===== src/rtl/fib_pkg.sv =====
// Shared types and constants for the Fibonacci stream checker and generator.
package fib_pkg;

  typedef enum logic [1:0] {
    IDLE  = 2'd0,
    TRACK = 2'd1,
    ERROR = 2'd2,
    DONE  = 2'd3
  } fib_state_e;

  localparam int          FIB_WIDTH         = 32;
  localparam logic [31:0] FIB47             = 32'd2971215073;
  localparam int          FIB_TERM_LIMIT_32 = 48;

endpackage : fib_pkg


===== src/rtl/fib_term_gen.sv =====
// Term sequencer: holds the current (e0) and following (e1) Fibonacci terms
// plus flags saying whether each still fits in WIDTH bits.
module fib_term_gen
  import fib_pkg::*;
#(
  parameter int WIDTH = FIB_WIDTH
) (
  input  logic             clk,
  input  logic             rst_n,
  input  logic             restart_i,
  input  logic             resync_i,
  input  logic             advance_i,
  output logic [WIDTH-1:0] e0_o,
  output logic             e0_ok_o
);

  localparam logic [WIDTH-1:0] ONE = {{(WIDTH-1){1'b0}}, 1'b1};

  logic [WIDTH-1:0] e0_q, e0_d;
  logic [WIDTH-1:0] e1_q, e1_d;
  logic             e0_ok_q, e0_ok_d;
  logic             e1_ok_q, e1_ok_d;
  logic [WIDTH:0]   sum;

  assign sum = {1'b0, e0_q} + {1'b0, e1_q};

  always_comb begin
    e0_d    = e0_q;
    e1_d    = e1_q;
    e0_ok_d = e0_ok_q;
    e1_ok_d = e1_ok_q;
    if (restart_i) begin
      e0_d    = '0;
      e1_d    = ONE;
      e0_ok_d = 1'b1;
      e1_ok_d = 1'b1;
    end else if (resync_i) begin
      // A received 0 stands in for term 0, so term 1 is expected next.
      e0_d    = ONE;
      e1_d    = ONE;
      e0_ok_d = 1'b1;
      e1_ok_d = 1'b1;
    end else if (advance_i) begin
      e0_d    = e1_q;
      e1_d    = sum[WIDTH-1:0];
      e0_ok_d = e1_ok_q;
      e1_ok_d = e1_ok_q & ~sum[WIDTH];
    end
  end

  always_ff @(posedge clk or negedge rst_n) begin
    if (!rst_n) begin
      e0_q    <= '0;
      e1_q    <= ONE;
      e0_ok_q <= 1'b1;
      e1_ok_q <= 1'b1;
    end else begin
      e0_q    <= e0_d;
      e1_q    <= e1_d;
      e0_ok_q <= e0_ok_d;
      e1_ok_q <= e1_ok_d;
    end
  end

  assign e0_o    = e0_q;
  assign e0_ok_o = e0_ok_q;

endmodule : fib_term_gen


===== config.mk =====
export PLATFORM = sky130hd
export DESIGN_NAME = fib_term_gen
export DESIGN_NICKNAME = d
export VERILOG_FILES = /design/src/rtl/fib_pkg.sv /design/src/rtl/fib_term_gen.sv
export SDC_FILE = /design/constraint.sdc
export NUM_CORES = 1
export LEC_CHECK = 0
export ABC_CLOCK_PERIOD_IN_PS = 3100
export CAP_MARGIN = 25
export CORE_MARGIN = 1.5
export CORE_UTILIZATION = 59
export CTS_CLUSTER_DIAMETER = 50
export DETAILED_ROUTE_END_ITERATION = 6
export PLACE_DENSITY = 0.81
export SLEW_MARGIN = 15
export SYNTH_ARGS = -nofsm -noshare
export SYNTH_HDL_FRONTEND = slang
export SYNTH_SLANG_ARGS = --single-unit

===== constraint.sdc =====
create_clock -name clk -period 3.1 [get_ports clk]
set_input_delay 0.62 -clock clk [delete_from_list [all_inputs] [get_ports clk]]
set_output_delay 0.62 -clock clk [all_outputs]
set_load 0.05 [all_outputs]

==> Slide: Implementation Results <==
Physical Implementation Snapshot

Floorplan
  • IO Pins: 38
  • FP Util: 61.41%
  • Die area: 8163 um2
  • Die W: 90.35 um

Cells and area
  • Post-Layout Cell Count: roughly 640
  • Area grow syn2layout: 15.95%
  • Layout cell share with drive strength beyond 1: 8.624%
  • FILL cells: 566
  • Nets: 578
  • Diodes inserted: 0
  • Commonest non-fill, non-tap cells in the layout: nor2_1, dfrtp_1, a21oi_1
  • Most frequent logic cell in the layout: nor2_1

Power
  • Total power: roughly 0.0018 W
  • Power in combinational cells: around 0.00012 W
  • Pwr Density: around 350 nW/um2
  • Sw frac: 23.02%
  • NetSw: approximately 0.00042 W
  • Reg power frac: a little under half
  • Comb power frac: 6.3%
  • Leak: 2.513 nW
  • Cell-internal power: 0.001419 W
  • Sequential power: 0.000869 W
  • Top power group: registers

Setup path
  • CP max FO: 5
  • Worst Setup Path Type: register to register
  • Worst Path Arrival: 3080 ps
  • Reg2reg end: e1_q[28]
  • CP Capture Point: e1_q[28]
  • CP delay by family, top: AND-OR/OR-AND gates
  • Stages on worst setup path: 10
  • Depth of the most critical reg-to-reg path: 10
  • CP required: 3370 ps
  • CP max-delay cell: dfstp_2
  • CP endpoint kind: register
  • Register-to-register setup slack: 290 ps
  • CP Launch Type: register
  • FF-to-FF Start: e1_q[0]
  • CP peak stage delay: 540 ps
  • CP Cell Sequence: ha_1 -> inv_1 -> fa_1 -> nand2b_1 -> a21oi_2 -> o211ai_2 -> a211oi_2 -> o32ai_1 -> xor2_1 -> o21ai_1
  • Buffers & Inverters on Critical Path: 1
  • Critical Path Start: e1_q[0]

STA
  • Slew headroom: between 40% and 50%
  • Cycle use final: 90.61%
  • Slew at the pin closest to its max-slew limit: 796.3 ps
  • Final setup fails: 0
  • Final Hold Viols: 0
  • Fin crit period: ~2800 ps
  • Min Hold Slack: roughly 350 ps
  • RSZ-0062 raised after global routing: false
  • Setup tns final: 0 ps
  • Setup ws final: just under 300 ps
  • Fmax: ~360 MHz
  • Max Slew Vio Count: 0

CTS
  • Clock Root Buffer: clkbuf_8
  • CTS Sinks: 66
  • TritonCTS clock tree: done
  • Clock transition at path regs: 70 ps
  • Max clock buf depth: 2
  • CTS Buf Count: 9
  • Cts repair resizes: 0
  • # H-tree levels: 3
  • Post-CTS Setup Repair Bufs: 0
  • Cts hold-fix bufs: 0

Synth
  • Most common cell in the netlist: nor2_1
  • Most common library cells after synthesis: nor2_1, dfrtp_1, a21oi_1, mux2i_1, nand2_1
  • Xor and xnor area share after synthesis: between 3 and 4%
  • Area leader, netlist: dfrtp_1
  • Basic Gates by Area: 17.73%
  • Post-Syn Area per Cell: 8.932 um2
  • Yosys cell count: 504
  • Post-Syn Instances: 504
  • Synth Seq Share: between 30% and 40%
  • MUX share of area: 9.116%
  • Area leader share: 35.02%
  • Yosys aoi share: around a fifth
  • Top logic family: AND-OR/OR-AND gates
  • Dominant flop cell: dfrtp_1
  • Largest cells by area after synthesis: dfrtp_1, mux2i_1, ha_1
  • Adder share: a little under a tenth
  • Yosys warns: 0
  • Post-Syn Area: 4502 um2
  • Post-synth EDFFs: 0
  • Floorplan Nets: 542
  • Cell Type Count: 59
  • Yosys stat area: approximately 4500 um2
  • Asr flop ratio synth: 100.0%
  • Seq cells post-synth: roughly 66

Run status
  • Outcome: finished, final reports clean

Global route
  • First-pass GRT wire length: 18670 um
  • GRT overflow: 0
  • Largest net degree at the start of global routing: 36
  • Number of global-route vias before repair: 3791
  • Antenna violations before repair: 0

Route
  • DR DRC count: 0
  • Drt pass-1 iters: 5
  • Via density: between 6 and 7
  • Drt initial violations: 266
  • DR vias: 3979
  • Post-route ant nets: 0
  • WL/cell: 17.25 um

Placed design
  • I/O Buffers: 37
  • Cell Area, Placed: between 4000 and 5000 um2
  • Placer Congestion: about 0.96
  • DP HPWL: 8098 um
  • Pre-CTS setup slack: a little over 400 ps
  • Cells after DPL: 628

Flow run
  • Total tool warning count: 26
  • Max-cap violations: 0

Worst hold path
  • Worst Hold Class: input pin to asynchronous set/reset pin
[routing by layer]
| layer | vias to the layer above | GRT usage, % | share of wire, % |
|---|---|---|---|
| met2 | 106 | 43.24 | 44 |
| met5 | - | 0 | 0 |
| met3 | 22 | 2.946 | 4.5 |
| met1 | 1927 | 41.80 | 49 |
| met4 | 0 | 11.24 | 2.1 |
| li1 | 1924 | - | - |
[final cells by class]
class	count	area, um2	share of cell area, %
clock buffer	12	165.2	3.164
clock inverter	4	72.57	1.390
inverter	13	48.80	0.9348
multi-input combinational	403	2706	51.85
sequential	66	1655	31.71
tap	99	123.9	2.373
timing repair buffer	47	447.9	8.581
[cells by family after synthesis]
family	count (synthesis)
compound gates	141
xor+xnor	16
fa+ha+maj	33
mux	41
flops	66
buf+inv	35
simple gates	172
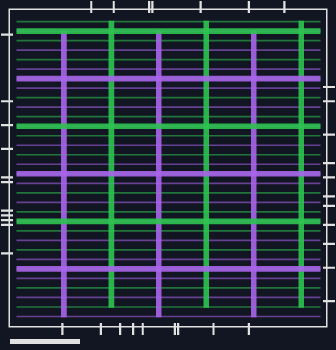
Figure 1: power grid.
Scale bar: 20 um. Pins as bars on the die edge.
| net | colour |
|---|---|
| VSS | purple |
| VDD | green |
met1 rails: 32
met5 straps: 6
met4 straps: 6
Peak VDD IR: 0.0002464 V
Die Ht: 90.35 um

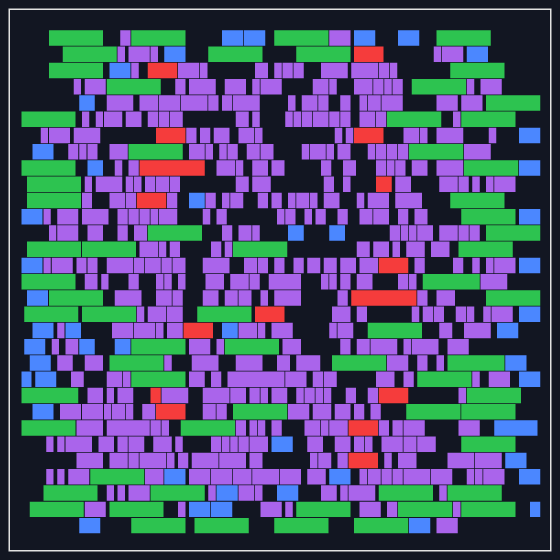
Figure 2: placed cells, one colour a class.
| class | colour | cells | share of their area |
|---|---|---|---|
| flops | green | 66 | 32% |
| other buffers and delay cells | blue | 47 | 8.8% |
| clock drivers and dummy loads | red | 16 | 4.7% |
| combinational and other logic | purple | 416 | 54% |
fin area: 5220 um2
final core occ: 71.21%
sequential share of cell area: 31.71%
num rows: 31
core area: 7331 um2

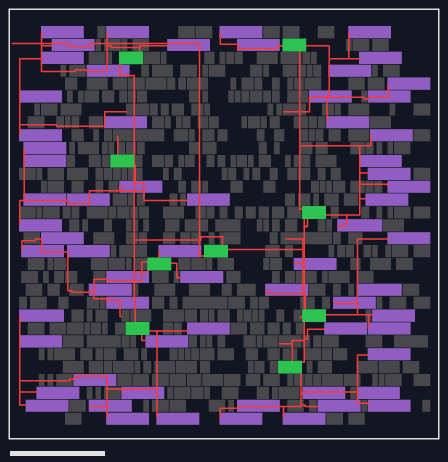
Figure 3: clock distribution.
Scale bar: 20 um.
[clock drivers] green | count: 9
[clock wires] red | length: 916 um
[flip-flops] purple | count: 66
routed clock nets: 10
flops lie: spread over the die
Setup Skew: 8.330 ps
Clock Power Share: 46.5%
Clk. pwr: 0.000858 W
Late-Pin Clk Latency: 350 ps

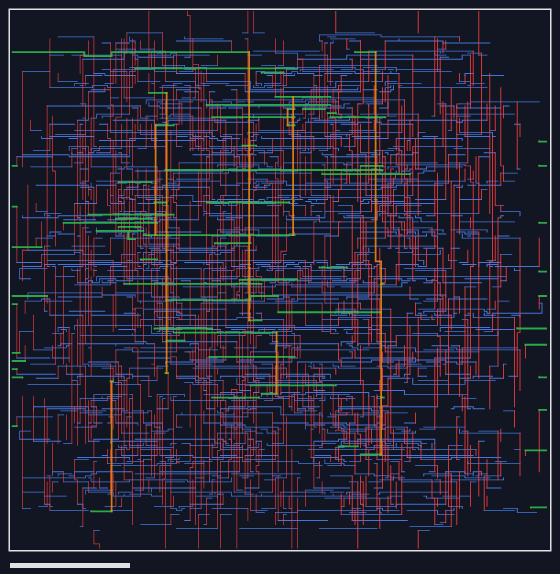
Figure 4: routed metal, one colour a layer.
Scale bar: 20 um.
| layer | colour | wire length |
|---|---|---|
| metal 3 | green | 501 um |
| metal 1 | blue | 5430 um |
| metal 4 | orange | 236 um |
| metal 2 | red | 4940 um |
wire length reported by the detailed router: 11110 um
total track usage: 28.51%

Power figures rest on the tool's default switching activity, not on a simulated workload.
